$ cat src/rtl/rs_pkg.sv
// ---------------------------------------------------------------------------
// rs_pkg : GF(2^8) constants, Chien state encoding and field helper functions
// Revision 1.0
// ---------------------------------------------------------------------------
`default_nettype none

package rs_pkg;

   // Reduction term of x^8 + x^4 + x^3 + x^2 + 1 (the x^8 bit is implicit)
   localparam logic [7:0] GF_POLY    = 8'h1D;
   localparam logic [7:0] ALPHA_INV1 = 8'h8E;
   localparam logic [7:0] ALPHA_INV2 = 8'h47;
   localparam logic [7:0] ALPHA_INV3 = 8'hAD;

   typedef enum logic [1:0] {
      IDLE = 2'd0,
      SCAN = 2'd1,
      FIN  = 2'd2
   } state_t;

   // Shift-and-add multiply; with one constant operand it folds to an XOR network
   function automatic logic [7:0] gf_mul(input logic [7:0] a, input logic [7:0] b);
      logic [7:0] acc;
      logic [7:0] sh;
      acc = 8'h00;
      sh  = a;
      for (int i = 0; i < 8; i++) begin
         if (b[i]) acc = acc ^ sh;
         sh = {sh[6:0], 1'b0} ^ (sh[7] ? GF_POLY : 8'h00);
      end
      return acc;
   endfunction

   function automatic logic [1:0] sigma_deg(input logic [7:0] c1,
                                            input logic [7:0] c2,
                                            input logic [7:0] c3);
      if (c3 != 8'h00) return 2'd3;
      if (c2 != 8'h00) return 2'd2;
      if (c1 != 8'h00) return 2'd1;
      return 2'd0;
   endfunction

endpackage

`default_nettype wire

$ cat src/rtl/chien_search_if.sv
// ---------------------------------------------------------------------------
// chien_search_if : locator-coefficient request and root/summary report bus
// Revision 1.0
// ---------------------------------------------------------------------------
`default_nettype none

interface chien_search_if;
   logic       start;
   logic [7:0] s1;
   logic [7:0] s2;
   logic [7:0] s3;
   logic       busy;
   logic       loc_valid;
   logic [7:0] loc_index;
   logic       done;
   logic [1:0] err_count;
   logic       fail;

   modport master (
      output start, s1, s2, s3,
      input  busy, loc_valid, loc_index, done, err_count, fail
   );

   modport slave (
      input  start, s1, s2, s3,
      output busy, loc_valid, loc_index, done, err_count, fail
   );
endinterface

`default_nettype wire

$ cat src/rtl/chien_search_gf_const_mul.sv
// ---------------------------------------------------------------------------
// gf_const_mul : combinational GF(2^8) multiply by a parameterised constant
// Revision 1.0
// ---------------------------------------------------------------------------
`default_nettype none

module gf_const_mul
   import rs_pkg::*;
#(
   parameter logic [7:0] K = 8'h01
) (
   input  logic [7:0] a,
   output logic [7:0] y
);

   assign y = gf_mul(a, K);

endmodule

`default_nettype wire

$ cat src/rtl/chien_search.sv
// ---------------------------------------------------------------------------
// chien_search : RS(255,249) t=3 Chien root scan, one codeword position per clock
// Revision 1.0
// ---------------------------------------------------------------------------
`default_nettype none

module chien_search
   import rs_pkg::*;
#(
   parameter int N = 255
) (
   input  logic          clk,
   input  logic          rst_n,
   chien_search_if.slave bus
);

   state_t     state;
   logic [7:0] r1, r2, r3;
   logic [7:0] n1, n2, n3;
   logic [7:0] j;
   logic [1:0] cnt;
   logic [1:0] deg;
   logic       ovf;

   logic       busy_q;
   logic       loc_valid_q;
   logic [7:0] loc_index_q;
   logic       done_q;
   logic [1:0] err_count_q;
   logic       fail_q;

   logic [7:0] eval;
   logic       hit;
   logic       last;
   logic [1:0] cnt_next;
   logic       ovf_next;
   logic [1:0] deg_in;

   gf_const_mul #(.K(ALPHA_INV1)) u_mul1 (.a(r1), .y(n1));
   gf_const_mul #(.K(ALPHA_INV2)) u_mul2 (.a(r2), .y(n2));
   gf_const_mul #(.K(ALPHA_INV3)) u_mul3 (.a(r3), .y(n3));

   // A fourth root can only come from a corrupt locator; remember it so fail sticks
   always_comb begin
      eval     = 8'h01 ^ r1 ^ r2 ^ r3;
      hit      = (eval == 8'h00);
      last     = (j == 8'(N - 1));
      cnt_next = (hit && cnt != 2'd3) ? cnt + 2'd1 : cnt;
      ovf_next = ovf | (hit && cnt == 2'd3);
      deg_in   = sigma_deg(bus.s1, bus.s2, bus.s3);
   end

   always_ff @(posedge clk or negedge rst_n) begin
      if (!rst_n) begin
         state       <= IDLE;
         r1          <= 8'h00;
         r2          <= 8'h00;
         r3          <= 8'h00;
         j           <= 8'h00;
         cnt         <= 2'd0;
         deg         <= 2'd0;
         ovf         <= 1'b0;
         busy_q      <= 1'b0;
         loc_valid_q <= 1'b0;
         loc_index_q <= 8'h00;
         done_q      <= 1'b0;
         err_count_q <= 2'd0;
         fail_q      <= 1'b0;
      end else begin
         loc_valid_q <= 1'b0;
         done_q      <= 1'b0;
         case (state)
            IDLE: begin
               if (bus.start) begin
                  r1          <= bus.s1;
                  r2          <= bus.s2;
                  r3          <= bus.s3;
                  j           <= 8'h00;
                  cnt         <= 2'd0;
                  ovf         <= 1'b0;
                  deg         <= deg_in;
                  busy_q      <= 1'b1;
                  err_count_q <= 2'd0;
                  fail_q      <= 1'b0;
                  state       <= (deg_in == 2'd0) ? FIN : SCAN;
               end
            end
            SCAN: begin
               r1  <= n1;
               r2  <= n2;
               r3  <= n3;
               j   <= j + 8'd1;
               cnt <= cnt_next;
               ovf <= ovf_next;
               if (hit) begin
                  loc_valid_q <= 1'b1;
                  loc_index_q <= j;
               end
               if (last) begin
                  state       <= FIN;
                  done_q      <= 1'b1;
                  err_count_q <= cnt_next;
                  fail_q      <= ovf_next | (cnt_next != deg);
               end
            end
            FIN: begin
               // Arriving straight from IDLE (deg 0) spends one cycle before done
               if (done_q) begin
                  state  <= IDLE;
                  busy_q <= 1'b0;
               end else begin
                  done_q <= 1'b1;
               end
            end
            default: state <= IDLE;
         endcase
      end
   end

   assign bus.busy      = busy_q;
   assign bus.loc_valid = loc_valid_q;
   assign bus.loc_index = loc_index_q;
   assign bus.done      = done_q;
   assign bus.err_count = err_count_q;
   assign bus.fail      = fail_q;

endmodule

`default_nettype wire

$ cat src/flat_wrapper.sv
// flat-port wrapper written by rule: the top's interface ports become plain ports
module chien_search_flat import rs_pkg::*;
#(
   parameter int N = 255
)
  (clk, rst_n, bus_start, bus_s1, bus_s2, bus_s3, bus_busy, bus_loc_valid, bus_loc_index, bus_done, bus_err_count, bus_fail);
  chien_search_if bus_i ();
  input  logic clk;
  input  logic rst_n;
  input wire logic [$bits(bus_i.start)-1:0] bus_start;
  input wire logic [$bits(bus_i.s1)-1:0] bus_s1;
  input wire logic [$bits(bus_i.s2)-1:0] bus_s2;
  input wire logic [$bits(bus_i.s3)-1:0] bus_s3;
  output wire logic [$bits(bus_i.busy)-1:0] bus_busy;
  output wire logic [$bits(bus_i.loc_valid)-1:0] bus_loc_valid;
  output wire logic [$bits(bus_i.loc_index)-1:0] bus_loc_index;
  output wire logic [$bits(bus_i.done)-1:0] bus_done;
  output wire logic [$bits(bus_i.err_count)-1:0] bus_err_count;
  output wire logic [$bits(bus_i.fail)-1:0] bus_fail;
  assign bus_i.start = bus_start;
  assign bus_i.s1 = bus_s1;
  assign bus_i.s2 = bus_s2;
  assign bus_i.s3 = bus_s3;
  assign bus_busy = bus_i.busy;
  assign bus_loc_valid = bus_i.loc_valid;
  assign bus_loc_index = bus_i.loc_index;
  assign bus_done = bus_i.done;
  assign bus_err_count = bus_i.err_count;
  assign bus_fail = bus_i.fail;
  chien_search #(.N(N)) u_core (.clk(clk), .rst_n(rst_n), .bus(bus_i));
endmodule
$ cat config.mk
export PLATFORM = sky130hd
export DESIGN_NAME = chien_search_flat
export DESIGN_NICKNAME = d
export VERILOG_FILES = /design/src/rtl/rs_pkg.sv /design/src/rtl/chien_search_if.sv /design/src/rtl/chien_search_gf_const_mul.sv /design/src/rtl/chien_search.sv /design/src/flat_wrapper.sv
export SDC_FILE = /design/constraint.sdc
export NUM_CORES = 1
export LEC_CHECK = 0
export ABC_AREA = 1
export CORE_MARGIN = 2
export CORE_UTILIZATION = 40
export CTS_CLUSTER_SIZE = 30
export DETAILED_ROUTE_END_ITERATION = 8
export PLACE_DENSITY_LB_ADDON = 0.1
export SETUP_SLACK_MARGIN = 0.4
export SYNTH_ARGS = -nofsm -noshare
export SYNTH_HDL_FRONTEND = slang
export SYNTH_SLANG_ARGS = --single-unit
$ cat constraint.sdc
create_clock -name clk -period 2.5 [get_ports clk]
set_input_delay 0.5 -clock clk [delete_from_list [all_inputs] [get_ports clk]]
set_output_delay 0.5 -clock clk [all_outputs]
set_load 0.01 [all_outputs]
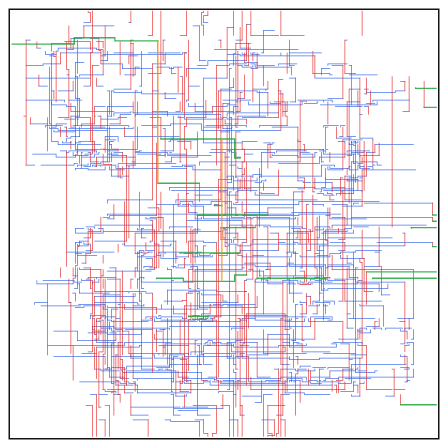
(run_1/wires.png)
legend:
  green:
    layer: metal 3
    wire_length: 193 um
  orange:
    layer: metal 4
    wire_length: 61.2 um
  red:
    layer: metal 2
    wire_length: 3330 um
  blue:
    layer: metal 1
    wire_length: 3780 um

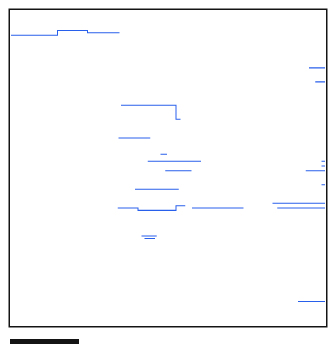
(run_1/layer_met3.png)
The bar under the picture is 20 um long.
share of all routed wire: 2.6%
nets with wire on the layer: 17
main direction: horizontal
wire length on this layer: 193 um
longest straight run: 15.9 um

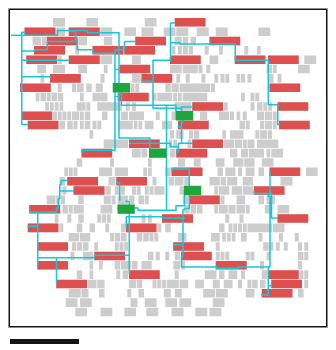
(run_1/clk_routes.png)
The bar under the picture is 20 um long.
legend:
  red:
    item: flip-flops
    count: 53
  green:
    item: clock drivers
    count: 5
  cyan:
    item: clock wires
    length: 704 um
routed clock nets: 6
flops lie: spread over the die

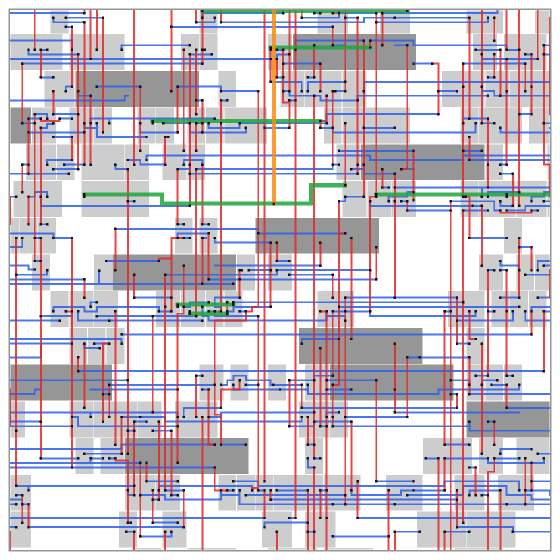
(run_1/detail.png)
Region (26, 8) to (66, 48) um. Cells in grey, sequential cells in the stronger grey; small squares are vias.
legend:
  blue:
    layer: metal 1
  orange:
    layer: metal 4
  red:
    layer: metal 2
  green:
    layer: metal 3
sequential cells in the window: 10
cells with their middle in the window: 124
netlist names of flops here include: u_core.r2 (5), u_core.r3 (3), u_core.r1 (2)
most frequent: nand2_1 (32), o21ai_0 (16)

==> results.yml, run 1 <==
# flow metrics
finish:
  seq_share_pct: 35.5
  comb_area_share_pct: 40.8
  final_cell_mix: "nand2_1, dfrtp_1, inv_1"
  diodes: 0
  fillerInstances: 771
  clockBufferCount: 6
  layout.nonclk_buf_share_pct: 11.9
  design.seq.count: 53
  mostFrequentLayoutCell: "nand2_1"
  dominant_cells: "multi-input combinational cells"
  inverters: 57
  logic_area_um2: 1520
critical_path:
  critical-path-top-delay-family: "buffers and inverters"
  cp.depth: 12
  critPathSlowestCell: "clkdlybuf4s50_1"
  worstPathArrival_ns: 2.08
  slowest_delay_ns: 0.51
  critical_path_required_ns: 2.69
  worstPathBufferInverterCount: 4
  cp_cell_sequence: "clkdlybuf4s50_1, nand2_2, inv_2, a21oi_2, inv_2, nand2_1, nor2_1, nand2_1, nor2_1, inv_1, nor3_1, nor3_1"
clock_network:
  clockRootBuffer: "clkbuf_8"
  clkTransAtPathRegs_ns: 0.10
  cts_inserted_buffers: 5
  post_cts_resized: 0
  cts_sinks: 53
  cts_setup_buffers: 0
power_and_ir_drop:
  p_int_mw: 2.43
  swShare_pct: 46.5
  pg_seq_mw: 1.50
  leakagePower_nw: 1.73
  p_comb_mw: 2.53
  powerDensity_nw_per_um2: 1220
  p_sw_mw: 2.11
  clock_power_share_pct: 11.3
synth:
  synthCells: 390
  yosysUniqueCellTypes: 36
  synth_top_area_share_pct: 42.8
  yosysSeqAreaShare_pct: 42.8
  synthesis.nets: 423
  synth_top_cell_by_area: "dfrtp_1"
  syn_avg_cell_area_um2: 7.94
  synthAdderAreaFrac_pct: 2.42
  enable_flop_cells: 0
  synth-xor-area-share_pct: 3.68
  synth_area_um2: 3100
  yosys_warnings: 0
  ys_area_um2: 3100
  synth-async-reset-ratio_pct: 100
  simple_gate_area_share_pct: 24.4
grt:
  grt_pass1_vias: 2647
  antenna_found_initial: 0
  grt_use_total_pct: 18.8
  grt_busiest_layer: "met2"
  use_met1_pct: 27.7
  met3_usage_pct: 2.88
timing:
  setup_viol_count_final: 0
  maxSlewHeadroom_pct: 74.3
  drv_slew: 0
  fin_crit_sh_pct: 75.6
  rsz0062_at_grt: "yes"
  worst_slew_pin_slew_ns: 0.382
  fin_tns_setup_ns: 0
run:
  max_cap_viol_count: 0
drt:
  wl_met2_mm: 3.33
  ant_nets: 0
  wl_met3_um: 193
  routed.top_layer: "met4"
  m1WireLength_mm: 3.78
  wirelength_mm: 7.37
  via_per_inst: 4.98
  vias: 2657
  drcViolationCount: 0
  wl_per_cell_um: 13.8
  drt_first_pass_iters: 4
floorplanning:
  die_w_um: 92.0
  fp-utilization_pct: 40.7
  die_height_um: 92.0
  tap_cells: 102
  chipArea_um2: 8460
placed_design:
  io_buffers: 40
  globalplace.congestion: 0.827
  placed_area_um2: 3620
  pre_cts_slack_ns: 0.281
  dp_hpwl_mm: 5.67
status:
  status: "finished, final reports clean"
==> run 2, diff against run 1 <==
==> constraint.sdc (replaced) <==
create_clock -name clk -period 2 [get_ports clk]
set_input_delay 0.4 -clock clk [delete_from_list [all_inputs] [get_ports clk]]
set_output_delay 0.4 -clock clk [all_outputs]
set_load 0.01 [all_outputs]
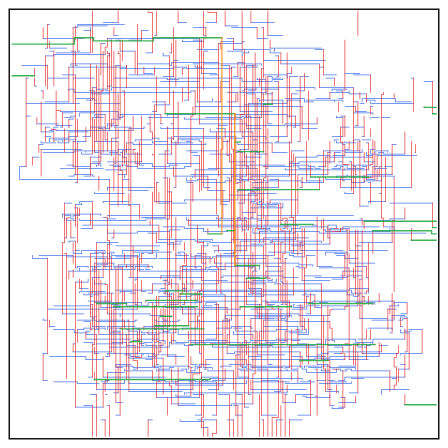
(run_2/wires.png)
legend:
  red:
    layer: metal 2
    wire_length: 4110 um
  orange:
    layer: metal 4
    wire_length: 74.8 um
  green:
    layer: metal 3
    wire_length: 342 um
  blue:
    layer: metal 1
    wire_length: 4210 um

==> run 2 against run 1 <==
  * Combinational power grew 77%
  * Critical path depth grew 1
  * Clock-buffer cell count shrank 1
  * Utilization grew 9.8 points
  * Wire length grew 19%
  * Cell count grew 9.2%
==> results.yml, run 2 <==
# flow metrics
critical_path:
  cp_cell_sequence: "inv_2, ha_4, nand2_4, inv_4, a21oi_4, clkinv_4, nand2_1, nor2_2, nand2_1, nor2_2, inv_1, nor3_1, nor3_1"
  critical_path_required_ns: 2.20
  endpoint: "u_core.j[7]"
  cp.depth: 13
  worstPathBufferInverterCount: 4
  critical-path-top-delay-family: "simple AND/OR/NAND/NOR gates"
  slowest_delay_ns: 0.43
  worstPathArrival_ns: 1.91
  critPathSlowestCell: "dfrtp_1"
synth:
  top_cells_by_count: "nand2_1, dfrtp_1, inv_1, o21ai_0, nor2_1"
  ys_seq_elements: 53
  synth_top_area_share_pct: 42.8
  simple_gate_area_share_pct: 24.4
  ys_area_um2: 3100
  enable_flop_cells: 0
  syn_avg_cell_area_um2: 7.94
  synthCells: 390
  synth-async-reset-ratio_pct: 100
  mux_share_pct: 0.323
  synth_area_um2: 3100
  ys_sh_aoi_pct: 17.7
  synth-xor-area-share_pct: 3.68
  synth_top_cell_by_area: "dfrtp_1"
  yosys_warnings: 0
  yosysSeqAreaShare_pct: 42.8
  synthAdderAreaFrac_pct: 2.42
  yosysUniqueCellTypes: 36
  synthesis.nets: 423
drt:
  ant_nets: 0
  drt_first_pass_iters: 4
  wl_met3_um: 341
  wl_met2_mm: 4.11
  wirelength_mm: 8.74
  vias: 2926
  drt_iter0_drc: 157
  drcViolationCount: 0
  via_per_inst: 5.02
  wl_per_cell_um: 15.0
  routed.top_layer: "met4"
  m1WireLength_mm: 4.21
grt:
  use_met1_pct: 29.2
  grt_max_degree: 40
  grt_use_total_pct: 19.8
  met3_usage_pct: 3.12
  grt_busiest_layer: "met2"
  grt_pass1_vias: 2664
  antenna_found_initial: 0
timing:
  worst_hold_slack_ns: 0.0545
  setup_viol_count_final: 0
  maxSlewHeadroom_pct: 62.5
  layout_min_cycle_time_ns: 1.72
  fin_skew_ns: 0.00953
  rsz0062_at_grt: "yes"
  fin_crit_sh_pct: 85.9
  fin_tns_setup_ns: 0
  drv_slew: 0
  worst_slew_pin_slew_ns: 0.563
power_and_ir_drop:
  clock_power_share_pct: 9.2
  pg_seq_mw: 1.90
  powerDensity_nw_per_um2: 1570
  pg_clk_mw: 0.645
  p_int_mw: 3.79
  p_comb_mw: 4.48
  irDropWorstVdd_mv: 0.576
  leakagePower_nw: 2.15
  p_sw_mw: 3.24
  swShare_pct: 46.1
clock_network:
  cts_setup_buffers: 21
  clk-insertion-delay-late_ns: 0.32
  clkTransAtPathRegs_ns: 0.11
  cts_sinks: 53
  post_cts_resized: 51
  clockRootBuffer: "clkbuf_8"
  clock_path_buffers: 2
  cts_tree: "yes"
  cts_inserted_buffers: 5
placed_design:
  dpl.cell_count: 535
  placed_area_um2: 3700
  pre_cts_slack_ns: 0.0227
  globalplace.congestion: 0.818
  io_buffers: 40
  dp_hpwl_mm: 5.70
finish:
  inverters: 57
  final_core_util_pct: 58.8
  dominant_cells: "multi-input combinational cells"
  design.seq.count: 53
  logic_area_um2: 1790
  seq_share_pct: 29.8
  fillerInstances: 714
  layout.nonclk_buf_share_pct: 20.1
  comb_area_share_pct: 39.9
  final_cell_mix: "nand2_1, dfrtp_1, buf_4"
  layout-drive-gt1-share_pct: 33.3
  clockBufferCount: 5
  final_area_um2: 4480
  mostFrequentLayoutCell: "nand2_1"
  diodes: 0
floorplanning:
  tap_cells: 102
  fp.coreArea_um2: 7610
  die_w_um: 92.0
  chipArea_um2: 8460
  die_height_um: 92.0
  ios: 41
  fp-utilization_pct: 40.7
status:
  status: "finished, final reports clean"
run:
  max_cap_viol_count: 0
Power and IR drop assume default switching activity.
